## src/rtl/buzzer_pkg.sv

```systemverilog
// Shared definitions for the buzzer tone generator: FSM state encodings,
// bus register bit positions and the counter width helper.
package buzzer_pkg;

  typedef enum logic [1:0] {
    IDLE  = 2'd0,
    TONE  = 2'd1,
    DRAIN = 2'd2
  } buzz_state_e;

  localparam int CTRL_EN_BIT   = 0;
  localparam int DATA_BUZZ_BIT = 0;

  // Width needed for a counter that cycles through n values (0..n-1), at least 1 bit.
  function automatic int cnt_w(input int n);
    return (n > 1) ? $clog2(n) : 1;
  endfunction

endpackage

```

## src/rtl/buzzer_tone_generator.sv

```systemverilog
// Piezo square-wave generator with a guaranteed minimum beep length and
// a graceful stop that always finishes the current half-period.
module buzzer_tone_generator
  import buzzer_pkg::*;
#(
  parameter int CLK_FREQ    = 50_000_000,
  parameter int TONE_FREQ   = 2_000,
  parameter int MIN_BEEP_MS = 20
) (
  input  logic clk,
  input  logic rst,
  input  logic ctrl_en,
  input  logic ctrl_buzz,
  output logic buzzer_out,
  output logic busy
);

  localparam int HALF_PERIOD = CLK_FREQ / (2 * TONE_FREQ);
  localparam int MIN_ON      = (CLK_FREQ / 1000) * MIN_BEEP_MS;
  localparam int PH_W        = cnt_w(HALF_PERIOD);
  localparam int MO_W        = cnt_w(MIN_ON);

  if (HALF_PERIOD < 1 || MIN_ON < 1) begin : g_bad_params
    $error("buzzer_tone_generator: HALF_PERIOD and MIN_ON must both be at least 1");
  end

  localparam logic [PH_W-1:0] PH_LAST = PH_W'(HALF_PERIOD - 1);
  localparam logic [MO_W-1:0] MO_LOAD = MO_W'(MIN_ON - 1);

  buzz_state_e     state_q,      state_d;
  logic [PH_W-1:0] phase_q,      phase_d;
  logic [MO_W-1:0] min_q,        min_d;
  logic            buzzer_out_q, buzzer_out_d;

  logic            request;
  logic            boundary;
  logic [PH_W-1:0] phase_next;

  always_comb begin
    request    = ctrl_en && ctrl_buzz;
    boundary   = (phase_q == PH_LAST);
    phase_next = boundary ? '0 : phase_q + PH_W'(1);

    state_d      = state_q;
    phase_d      = phase_q;
    min_d        = min_q;
    buzzer_out_d = buzzer_out_q;

    if (!ctrl_en) begin
      // Disable wins over everything, even a coincident boundary toggle.
      state_d      = IDLE;
      phase_d      = '0;
      min_d        = '0;
      buzzer_out_d = 1'b0;
    end else begin
      unique case (state_q)
        IDLE: begin
          phase_d      = '0;
          min_d        = '0;
          buzzer_out_d = 1'b0;
          if (request) begin
            state_d      = TONE;
            buzzer_out_d = 1'b1;
            min_d        = MO_LOAD;
          end
        end
        TONE: begin
          phase_d = phase_next;
          min_d   = (min_q == '0) ? '0 : min_q - MO_W'(1);
          if (boundary) buzzer_out_d = ~buzzer_out_q;
          if (!ctrl_buzz && min_q == '0) state_d = DRAIN;
        end
        DRAIN: begin
          phase_d = phase_next;
          min_d   = '0;
          if (request) begin
            // Re-trigger keeps the running phase so the cadence is unbroken.
            state_d = TONE;
            min_d   = MO_LOAD;
            if (boundary) buzzer_out_d = ~buzzer_out_q;
          end else if (boundary) begin
            state_d      = IDLE;
            phase_d      = '0;
            buzzer_out_d = 1'b0;
          end
        end
        default: begin
          state_d      = IDLE;
          phase_d      = '0;
          min_d        = '0;
          buzzer_out_d = 1'b0;
        end
      endcase
    end
  end

  always_ff @(posedge clk or posedge rst) begin
    if (rst) begin
      state_q      <= IDLE;
      phase_q      <= '0;
      min_q        <= '0;
      buzzer_out_q <= 1'b0;
    end else begin
      state_q      <= state_d;
      phase_q      <= phase_d;
      min_q        <= min_d;
      buzzer_out_q <= buzzer_out_d;
    end
  end

  assign buzzer_out = buzzer_out_q;
  assign busy       = (state_q != IDLE);

endmodule

```

## config.mk

```make
export PLATFORM = sky130hd
export DESIGN_NAME = buzzer_tone_generator
export DESIGN_NICKNAME = d
export VERILOG_FILES = /design/src/rtl/buzzer_pkg.sv /design/src/rtl/buzzer_tone_generator.sv
export SDC_FILE = /design/constraint.sdc
export NUM_CORES = 1
export LEC_CHECK = 0
export CAP_MARGIN = 20
export CORE_ASPECT_RATIO = 1.5
export CORE_MARGIN = 4
export CORE_UTILIZATION = 55
export CTS_CLUSTER_DIAMETER = 60
export CTS_CLUSTER_SIZE = 12
export DETAILED_ROUTE_END_ITERATION = 12
export PLACE_DENSITY = 0.72
export SETUP_SLACK_MARGIN = 0.15
export SLEW_MARGIN = 10
export SYNTH_ARGS = -nofsm -noshare
export SYNTH_HDL_FRONTEND = slang
export SYNTH_SLANG_ARGS = --single-unit
```

## constraint.sdc

```tcl
create_clock -name clk -period 5.61 [get_ports clk]
set_clock_uncertainty 0.2 [all_clocks]
set_input_delay 0.561 -clock clk [delete_from_list [all_inputs] [get_ports clk]]
set_output_delay 0.561 -clock clk [all_outputs]
set_load 0.02 [all_outputs]
```

Figure 1. Clock network drawn from the DEF (run 1).
Bar = 20 um.
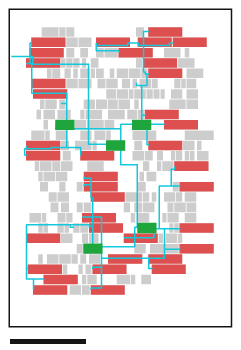
legend:
  red:
    item: flip-flops
    count: 37
  cyan:
    item: clock wires
    length: 425 um
  green:
    item: clock-net drivers
    count: 5
routed clock nets: 6
flops lie: widely spread

Figure 2. Met3 routing (run 1).
Bar = 20 um.
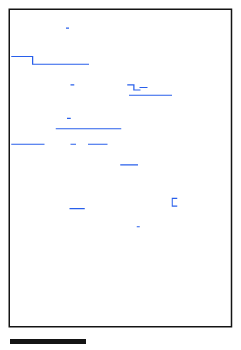
longest straight run: 17.0 um
wire length on this layer: 85.5 um
nets with wire on the layer: 10
share of all routed wire: 2.0%

Figure 3. Metal layers overlaid (run 1).
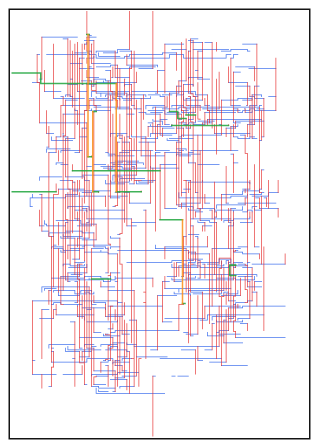
legend:
  blue:
    layer: M1
    wire_length: 1710 um
  green:
    layer: M3
    wire_length: 85.5 um
  orange:
    layer: M4
    wire_length: 76.8 um
  red:
    layer: M2
    wire_length: 2340 um

Figure 4. Sequential cells grouped by signal name (run 1).
Other sequential cells in the stronger gray, the rest of the logic in the fainter gray.
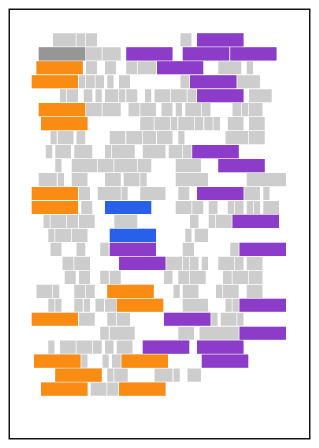
legend:
  purple:
    netlist_name: `min_q`
    flops: 20
  orange:
    netlist_name: `phase_q`
    flops: 14
  blue:
    netlist_name: `state_q`
    flops: 2
sequential cell area: 926 um2
P_seq: 0.357 mW

-- run 1: per-layer routing --
metal | track usage (%) | vias up
li1 | - | 776
met1 | 23.4 | 808
met2 | 35.6 | 20
met3 | 3.89 | 8
met4 | 7.17 | 0
met5 | 0 | -
-- run 1: per-stage QoR --
step,instance area [um2],cells
2_1_floorplan,2080,209
3_3_place_gp,2160,252
3_5_place_dp,2160,252
4_1_cts,2250,260
5_1_grt,2250,260
6_report,2250,260
-- run 1: power by group through the flow --
stage          Sequential [mW]  Combinational (mW)  Clock, mW
2_1_floorplan            0.349               0.295          0
3_3_place_gp             0.358               0.353          0
3_5_place_dp             0.362               0.367          0
4_1_cts                  0.357               0.371      0.178
5_1_grt                  0.366               0.412      0.192
6_report                 0.357               0.371      0.176
==> results.json, run 1 <==
{
  "outcome": "completed",
  "drc": 0,
  "via_count": 1612,
  "rsz0062_at_grt": "false",
  "cp_slowest_cell": "clkdlybuf4s50_1",
  "finalMaxSlewViolations": 0,
  "fin_nets": 228,
  "place_congestion": 0.837,
  "grt_overflow": 0,
  "numPortBuffers": 5,
  "cp_cell_sequence": "inv_1 > ha_1 > inv_1 > clkdlybuf4s50_1",
  "cts_buffers": 5,
  "pre_cts_slack_ps": 3200,
  "first_pass_iters": 4,
  "clockPowerShare_pct": 19.4,
  "fp_nets": 221,
  "crit_type": "flip-flop to primary output",
  "area_leaders": "dfrtp_1, xor2_1, ha_1",
  "coreArea_um2": 3650,
  "p_seq_share_pct": 39.5,
  "root_buffer": "clkbuf_8",
  "fin_setup_tns_ps": 0,
  "worstSetupStartpointType": "flip-flop",
  "fin_hold_ws_ps": 264,
  "fin_util_pct": 61.6,
  "ff2ff_setup_slack_ps": 3210,
  "syn-instance-count": 209,
  "hold_viol": 0,
  "hpwl_um": 3110,
  "yosysCellCount": 209,
  "non_clock_buffer_area_share_pct": 2.56,
  "internal_power_mw": 0.542
}
Figure 5. Placement view (run 1).
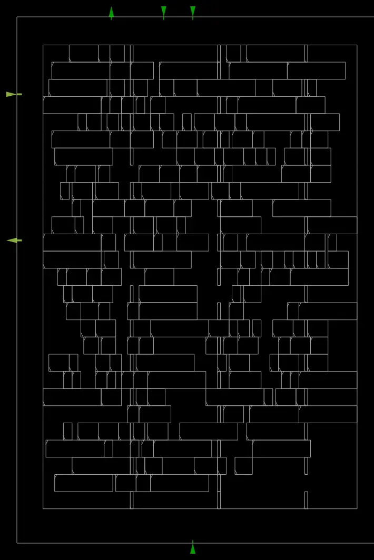

==> run 1 -> run 2 <==
--- a/config.mk
+++ b/config.mk
@@ -12,7 +12,7 @@
 export CTS_CLUSTER_DIAMETER = 60
 export CTS_CLUSTER_SIZE = 12
 export DETAILED_ROUTE_END_ITERATION = 12
-export PLACE_DENSITY = 0.72
+export PLACE_DENSITY = 0.75
 export SETUP_SLACK_MARGIN = 0.15
 export SLEW_MARGIN = 10
 export SYNTH_ARGS = -nofsm -noshare
==> constraint.sdc (replaced) <==
create_clock -name clk -period 2.25 [get_ports clk]
set_clock_uncertainty 0.2 [all_clocks]
set_input_delay 0.225 -clock clk [delete_from_list [all_inputs] [get_ports clk]]
set_output_delay 0.225 -clock clk [all_outputs]
set_load 0.02 [all_outputs]
Figure 6. Placement view (run 2).
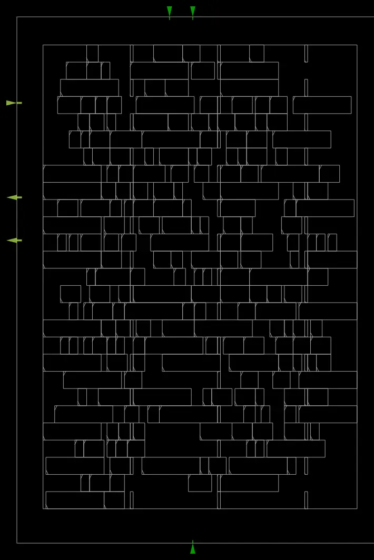
Filler cells: 300
flop share of the area: 39.1%
total core area: 3650 um2
core utilization of the finished layout: 65.0%

Figure 7. Met3 routing (run 2).
Bar = 20 um.
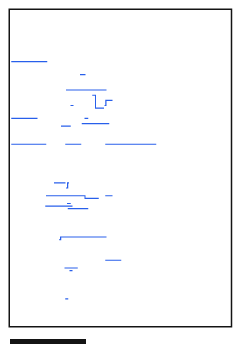
Routed WL: 4610 um
via count: 1705
met3 Use GR: 4.67%

==> results.json, run 2 <==
{
  "outcome": "completed",
  "place_area_um2": 2230,
  "area_leaders": "dfrtp_1, xor2_1, ha_1",
  "cp_cell_sequence": "inv_2 > ha_4 > and3b_1 > and4_1 > or4b_4 > o221ai_1",
  "syn-instance-count": 209,
  "postLayoutCellArea_um2": 2370,
  "clockPowerShare_pct": 18.6,
  "cp_slowest_cell": "or4b_4",
  "fp_nets": 221,
  "p_clk_mw": 0.452,
  "ys.flops": 37,
  "synth_area_um2": 2080,
  "dr_wl_met2_um": 2510,
  "root_buffer": "clkbuf_8",
  "numPortBuffers": 5,
  "fin_nets": 240,
  "ff2ff_setup_slack_ps": 220,
  "grt_overflow": 0,
  "flop_area_um2": 926,
  "slew_headroom_pct": 68.6,
  "top_layer": "met4",
  "drc": 0,
  "worstSetupStartpointType": "flip-flop",
  "grt_util_met1_pct": 22.0,
  "p_seq_share_pct": 36.5,
  "yosysCellCount": 209,
  "hold_viol": 0,
  "hpwl_um": 3220,
  "top_usage_layer": "met2",
  "internal_power_mw": 1.48,
  "h-tree-depth": 2,
  "crit_type": "flip-flop to flip-flop",
  "place_congestion": 0.825,
  "top_cells_by_count": "dfrtp_1, nor2_1, xor2_1",
  "pre_cts_slack_ps": 78.4,
  "edf_count": 0,
  "use_met2_pct": 36.3,
  "first_pass_iters": 4,
  "maxPowerGroup": "combinational logic",
  "cts_buffers": 5,
  "clock_latency_ps": 300,
  "rsz0062_at_grt": "false",
  "cts-resized-gates": 4,
  "clkSlewWorstSetupHoldPaths_ps": 80,
  "path_depth": 6,
  "grt_pass1_wl_um": 7730,
  "cts_setup_buffers": 2,
  "fin_setup_tns_ps": 0,
  "p_comb_mw": 1.09,
  "fp_util_pct": 57.0
}
Figure 8. Sequential cells grouped by signal name (run 2).
Other sequential cells in the stronger gray, the rest of the logic in the fainter gray.
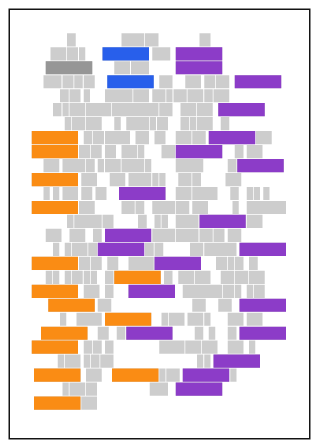
P_seq: 0.886 mW

-- run 2: cell counts after synthesis --
No cell type changed its count.
-- run 2: per-stage QoR --
step	utilization (%)	total power, mW	hold slack, ps	instances
after detailed placement	61.2	1.92	255	261
after CTS	63.9	2.39	153	271
after global routing	65.0	2.60	160	272
final	65.0	2.43	129	272
after global placement	61.2	1.87	234	261
after floorplan	-	1.61	205	209
-- run 2: kinds of logic after synthesis --
logic type,synth area share [%]
AND-OR/OR-AND,13.6
XOR/XNOR,8.84
adder cells (fa/ha/maj),4.81
buffers and inverters,2.95
flip-flops,44.5
AND/OR/NAND/NOR,25.3
-- run 2: area by class of cell --
cell class                 count  area share (%)
multi-input combinational    157            47.6
sequential                    37            39.1
timing repair buffer          18            6.17
clock buffer                   6            3.06
tap                           43            2.27
inverter                       9            1.42
clock inverter                 2           0.422
Power and IR drop assume default switching activity.
